[config.mk]
export PLATFORM = sky130hd
export DESIGN_NAME = systolic_drain
export DESIGN_NICKNAME = d
export VERILOG_FILES = /design/src/rtl/systolic_drain.sv
export SDC_FILE = /design/constraint.sdc
export NUM_CORES = 2
export LEC_CHECK = 0
export CAP_MARGIN = 20
export CELL_PAD_IN_SITES_DETAIL_PLACEMENT = 1
export CELL_PAD_IN_SITES_GLOBAL_PLACEMENT = 2
export CORE_UTILIZATION = 46
export DETAILED_ROUTE_END_ITERATION = 10
export HOLD_SLACK_MARGIN = 0.15
export PLACE_DENSITY = 0.83
export SLEW_MARGIN = 20
export SYNTH_ARGS = -nofsm -noshare
export SYNTH_HDL_FRONTEND = slang
export SYNTH_SLANG_ARGS = --single-unit
[constraint.sdc]
create_clock -name clk -period 3.48 [get_ports clk]
set_clock_uncertainty 0.05 [all_clocks]
set_input_delay 0.522 -clock clk [delete_from_list [all_inputs] [get_ports clk]]
set_output_delay 0.522 -clock clk [all_outputs]
set_load 0.05 [all_outputs]
[src/rtl/systolic_drain.sv]
// De-skews the staggered column results leaving the bottom of a systolic array
// into whole rows and buffers them in a FIFO for a ready/valid consumer.
module systolic_drain #(
   parameter int N         = 4,
   parameter int ACC_WIDTH = 32,
   parameter int DEPTH     = 8
) (
   input  logic                     clk,
   input  logic                     rst_n,
   input  logic [N*ACC_WIDTH-1:0]   y_in,
   input  logic [N-1:0]             y_valid,
   input  logic                     err_clr,
   output logic [N*ACC_WIDTH-1:0]   out_data,
   output logic                     out_valid,
   input  logic                     out_ready,
   output logic [$clog2(DEPTH):0]   count,
   output logic                     almost_full,
   output logic                     overflow,
   output logic                     skew_err
);

   localparam int AW = $clog2(DEPTH);
   localparam int CW = AW + 1;
   localparam int RW = N * ACC_WIDTH;

   localparam logic [CW-1:0] FULL_LEVEL = CW'(DEPTH);
   localparam logic [CW-1:0] AF_LEVEL   = CW'(DEPTH - N);

   // Row as seen after the per-column delay lines.
   logic [RW-1:0] al_data;
   logic [N-1:0]  al_valid;

   // ------------------------------------------------------------------
   // De-skew: column j waits N-1-j cycles so every column of a row lines
   // up with the last column. The array cannot stall, so these always shift.
   // ------------------------------------------------------------------
   for (genvar j = 0; j < N; j++) begin : g_col
      if (j == N - 1) begin : g_pass
         assign al_data[j*ACC_WIDTH +: ACC_WIDTH] = y_in[j*ACC_WIDTH +: ACC_WIDTH];
         assign al_valid[j]                       = y_valid[j];
      end else begin : g_dly
         localparam int L = N - 1 - j;

         logic [ACC_WIDTH-1:0] data_q [L];
         logic [ACC_WIDTH-1:0] data_d [L];
         logic [L-1:0]         vld_q;
         logic [L-1:0]         vld_d;

         always_comb begin
            data_d[0] = y_in[j*ACC_WIDTH +: ACC_WIDTH];
            vld_d[0]  = y_valid[j];
            for (int k = 1; k < L; k++) begin
               data_d[k] = data_q[k-1];
               vld_d[k]  = vld_q[k-1];
            end
         end

         // NOTE: state is updated only with non-blocking assignments so every
         // stage samples its neighbour's pre-edge value, whatever the block order.
         always_ff @(posedge clk or negedge rst_n) begin
            if (!rst_n) begin
               for (int k = 0; k < L; k++) data_q[k] <= '0;
               vld_q <= '0;
            end else begin
               data_q <= data_d;
               vld_q  <= vld_d;
            end
         end

         assign al_data[j*ACC_WIDTH +: ACC_WIDTH] = data_q[L-1];
         assign al_valid[j]                       = vld_q[L-1];
      end
   end

   // ------------------------------------------------------------------
   // Row classification and FIFO control
   // ------------------------------------------------------------------
   logic [RW-1:0]  mem_q [DEPTH];
   logic [AW-1:0]  wr_ptr_q, wr_ptr_d;
   logic [AW-1:0]  rd_ptr_q, rd_ptr_d;
   logic [CW-1:0]  count_q, count_d;
   logic           overflow_q, overflow_d;
   logic           skew_err_q, skew_err_d;

   logic row_ok;
   logic row_mixed;
   logic full;
   logic pop;
   logic push;
   logic drop;

   assign row_ok    = &al_valid;
   assign row_mixed = (|al_valid) && !row_ok;
   assign full      = (count_q == FULL_LEVEL);
   assign pop       = (count_q != '0) && out_ready;
   // A pop frees the slot on the same edge, so a full FIFO still accepts.
   assign push      = row_ok && (!full || pop);
   assign drop      = row_ok && full && !pop;

   // NOTE: every output of this block is given a default before any branch,
   // so no path leaves a signal unassigned and no latch is inferred.
   always_comb begin
      wr_ptr_d   = wr_ptr_q;
      rd_ptr_d   = rd_ptr_q;
      count_d    = count_q;
      overflow_d = overflow_q;
      skew_err_d = skew_err_q;

      if (push) wr_ptr_d = wr_ptr_q + AW'(1);
      if (pop)  rd_ptr_d = rd_ptr_q + AW'(1);

      case ({push, pop})
         2'b10:   count_d = count_q + CW'(1);
         2'b01:   count_d = count_q - CW'(1);
         default: count_d = count_q;
      endcase

      // A fresh error in the clearing cycle takes priority over the clear.
      if (drop)         overflow_d = 1'b1;
      else if (err_clr) overflow_d = 1'b0;

      if (row_mixed)    skew_err_d = 1'b1;
      else if (err_clr) skew_err_d = 1'b0;
   end

   always_ff @(posedge clk or negedge rst_n) begin
      if (!rst_n) begin
         wr_ptr_q   <= '0;
         rd_ptr_q   <= '0;
         count_q    <= '0;
         overflow_q <= 1'b0;
         skew_err_q <= 1'b0;
      end else begin
         wr_ptr_q   <= wr_ptr_d;
         rd_ptr_q   <= rd_ptr_d;
         count_q    <= count_d;
         overflow_q <= overflow_d;
         skew_err_q <= skew_err_d;
      end
   end

   // NOTE: the row storage is reset as well, because out_data is read straight
   // from the head slot and must come out of reset as zero.
   always_ff @(posedge clk or negedge rst_n) begin
      if (!rst_n) begin
         for (int i = 0; i < DEPTH; i++) mem_q[i] <= '0;
      end else if (push) begin
         mem_q[wr_ptr_q] <= al_data;
      end
   end

   assign out_data    = mem_q[rd_ptr_q];
   assign out_valid   = (count_q != '0);
   assign count       = count_q;
   assign almost_full = (count_q >= AF_LEVEL);
   assign overflow    = overflow_q;
   assign skew_err    = skew_err_q;

endmodule

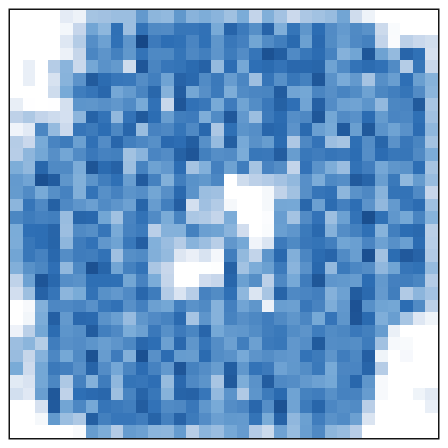
Figure 1: cell density map.
The die is cut into 34 by 34 equal tiles; white is low, dark blue is high, 0 to 100% covered.
- mean over tiles: 53%
- tiles over 75% full: 14%
- nearly empty tiles: 8.1%
- fullest tile: 91%
final standard cell utilization of the core: 55.6%
core utilization before placement: 46.6%
core area: 0.111 mm²

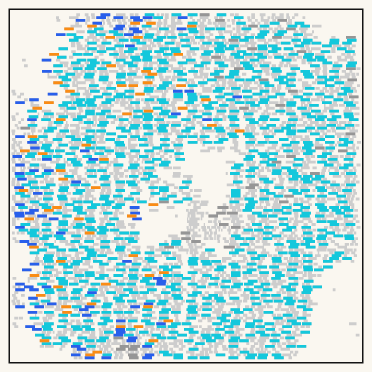
Figure 2: sequential cells grouped by signal name.
Other sequential cells in the stronger grey, the rest of the logic in the fainter grey.
- g_col.g_dly.data_d: blue (placed flops 96)
- al_data: orange (placed flops 64)
- mem_q: cyan (placed flops 1,024; where widely spread)
- not coloured: 50
Seq/total area: 49.9%
Flop+latch power: 20.6 mW
Sequential cell area: 0.0309 mm²

==> reports/qor.csv <==
stage,metric,value,unit
run_status,run_status,"complete, no violations",
yosys,postSynthNetCount,3031,
setup_path,rr_worst_depth,6,
place,place.gp.congestion,0.745,
yosys,flip_flops_with_a_built_in_enable,0,
global_route,groute.layer.met3.usage,4.09,%
global_route,grt_first_pass_wirelength,203000,µm
final_layout,post_route_cells_drive_above_1_share,54.4,%
cts,post_cts_buffers,8,
global_route,met2_usage,39.7,%
yosys,mux_share,37.1,%
sta,timing.max_slew.rel_slack,50.2,%
power,power_switching_share,33.0,%
yosys,syn_avg_cell_area,17.9,µm²
final_layout,final_cell_count_no_fill,4879,
global_route,antenna_found_initial,7,
routing,maxUsedRoutingLayer,met5,
routing,drt_first_iter_violations,1273,
final_layout,layout.filler_cells,9856,
setup_path,startpoint_type,flop,
sta,finalSetupTns,0,ps
cts,cts-buffers-inserted,135,
place,post-dp-hpwl,75700,µm
state kept, by name, summed over array words and instances (netlist names):
register,count
mem_q,1024
g_col.g_dly.data_d,96
al_data,64
g_col.g_dly.data_q,32
g_col.g_dly.vld_q,6
count,4
rd_ptr_q,3
wr_ptr_q,3
overflow,1
skew_err,1
stage by stage:
step                utilization (%)  area, µm²  total power [mW]  setup slack, ps
floorplan                         -      51900              33.4              209
global placement               50.8      56500              38.4             -117
detailed placement             50.8      56500              39.4            -15.0
CTS                            55.6      61800              54.5            -23.3
global route                   55.6      61900              56.4            -7.11
finish                         55.6      61900              53.9             80.5
kinds of logic (layout without fill, tap and decap cells):
group	count (synthesis)	count (layout)
multiplexers	1412	1412
AND-OR/OR-AND	18	18
AND/OR/NAND/NOR	21	21
adder cells (fa/ha/maj)	5	5
flip-flops	1234	1234
buffers and inverters	193	691
other	0	3
XOR/XNOR	7	7
cell type report:
type	count	area share [%]
Inverter	6	0.0364
Timing Repair Buffer	443	7.91
Clock inverter	36	0.619
Tap cell	1488	3.01
Sequential cell	1234	49.9
Antenna cell	3	0.0121
Multi-Input combinational cell	1463	31.9
Clock buffer	206	6.58
how the worst min path moves through the flow:
stage	depth (start not counted)	startpoint	slack, ps	to
2_1_floorplan	0	rst_n	180	al_data[0]
3_3_place_gp	0	g_col[0].g_dly.data_d[11]	280	al_data[11]
3_5_place_dp	0	g_col[0].g_dly.data_d[49]	290	g_col[0].g_dly.data_d[17]
4_1_cts	1	y_in[28]	150	g_col[0].g_dly.data_d[60]
5_1_grt	1	y_in[0]	160	g_col[0].g_dly.data_d[32]
6_report	1	y_in[0]	180	g_col[0].g_dly.data_d[32]
critical path, cell delays in order, from the launching register on:
cell                      delay [ps]
sky130_fd_sc_hd__dfrtp_4         500
sky130_fd_sc_hd__buf_12          180
sky130_fd_sc_hd__buf_16          200
sky130_fd_sc_hd__buf_8           190
sky130_fd_sc_hd__mux4_2          510
sky130_fd_sc_hd__mux2_2          310
sky130_fd_sc_hd__buf_4           200
power by group through the flow:
stage                     combinational, mW  clock, mW  sequential, mW
after floorplan                        13.7          0            19.8
after global placement                 18.0          0            20.4
after detailed placement               18.4          0            20.9
after CTS                              19.4       14.6            20.6
after global routing                   20.2       15.1            21.1
final                                  19.1       14.2            20.6
cells in the mapped netlist, types with 2 or more instances:
cell	number
sky130_fd_sc_hd__mux4_2	256
sky130_fd_sc_hd__ha_1	5
sky130_fd_sc_hd__a2111oi_2	3
sky130_fd_sc_hd__or2_2	2
sky130_fd_sc_hd__nor2_1	3
sky130_fd_sc_hd__inv_1	6
sky130_fd_sc_hd__buf_12	11
sky130_fd_sc_hd__or4_1	2
sky130_fd_sc_hd__nand2b_1	2
sky130_fd_sc_hd__mux2_2	999
sky130_fd_sc_hd__buf_6	14
sky130_fd_sc_hd__mux2_1	36
sky130_fd_sc_hd__mux2_4	120
sky130_fd_sc_hd__nand2_1	2
sky130_fd_sc_hd__buf_4	58
sky130_fd_sc_hd__xnor2_1	6
sky130_fd_sc_hd__buf_2	56
sky130_fd_sc_hd__clkbuf_1	44
sky130_fd_sc_hd__a2111o_1	3
sky130_fd_sc_hd__dfrtp_1	1234
sky130_fd_sc_hd__buf_1	4
Power and IR drop assume default switching activity.
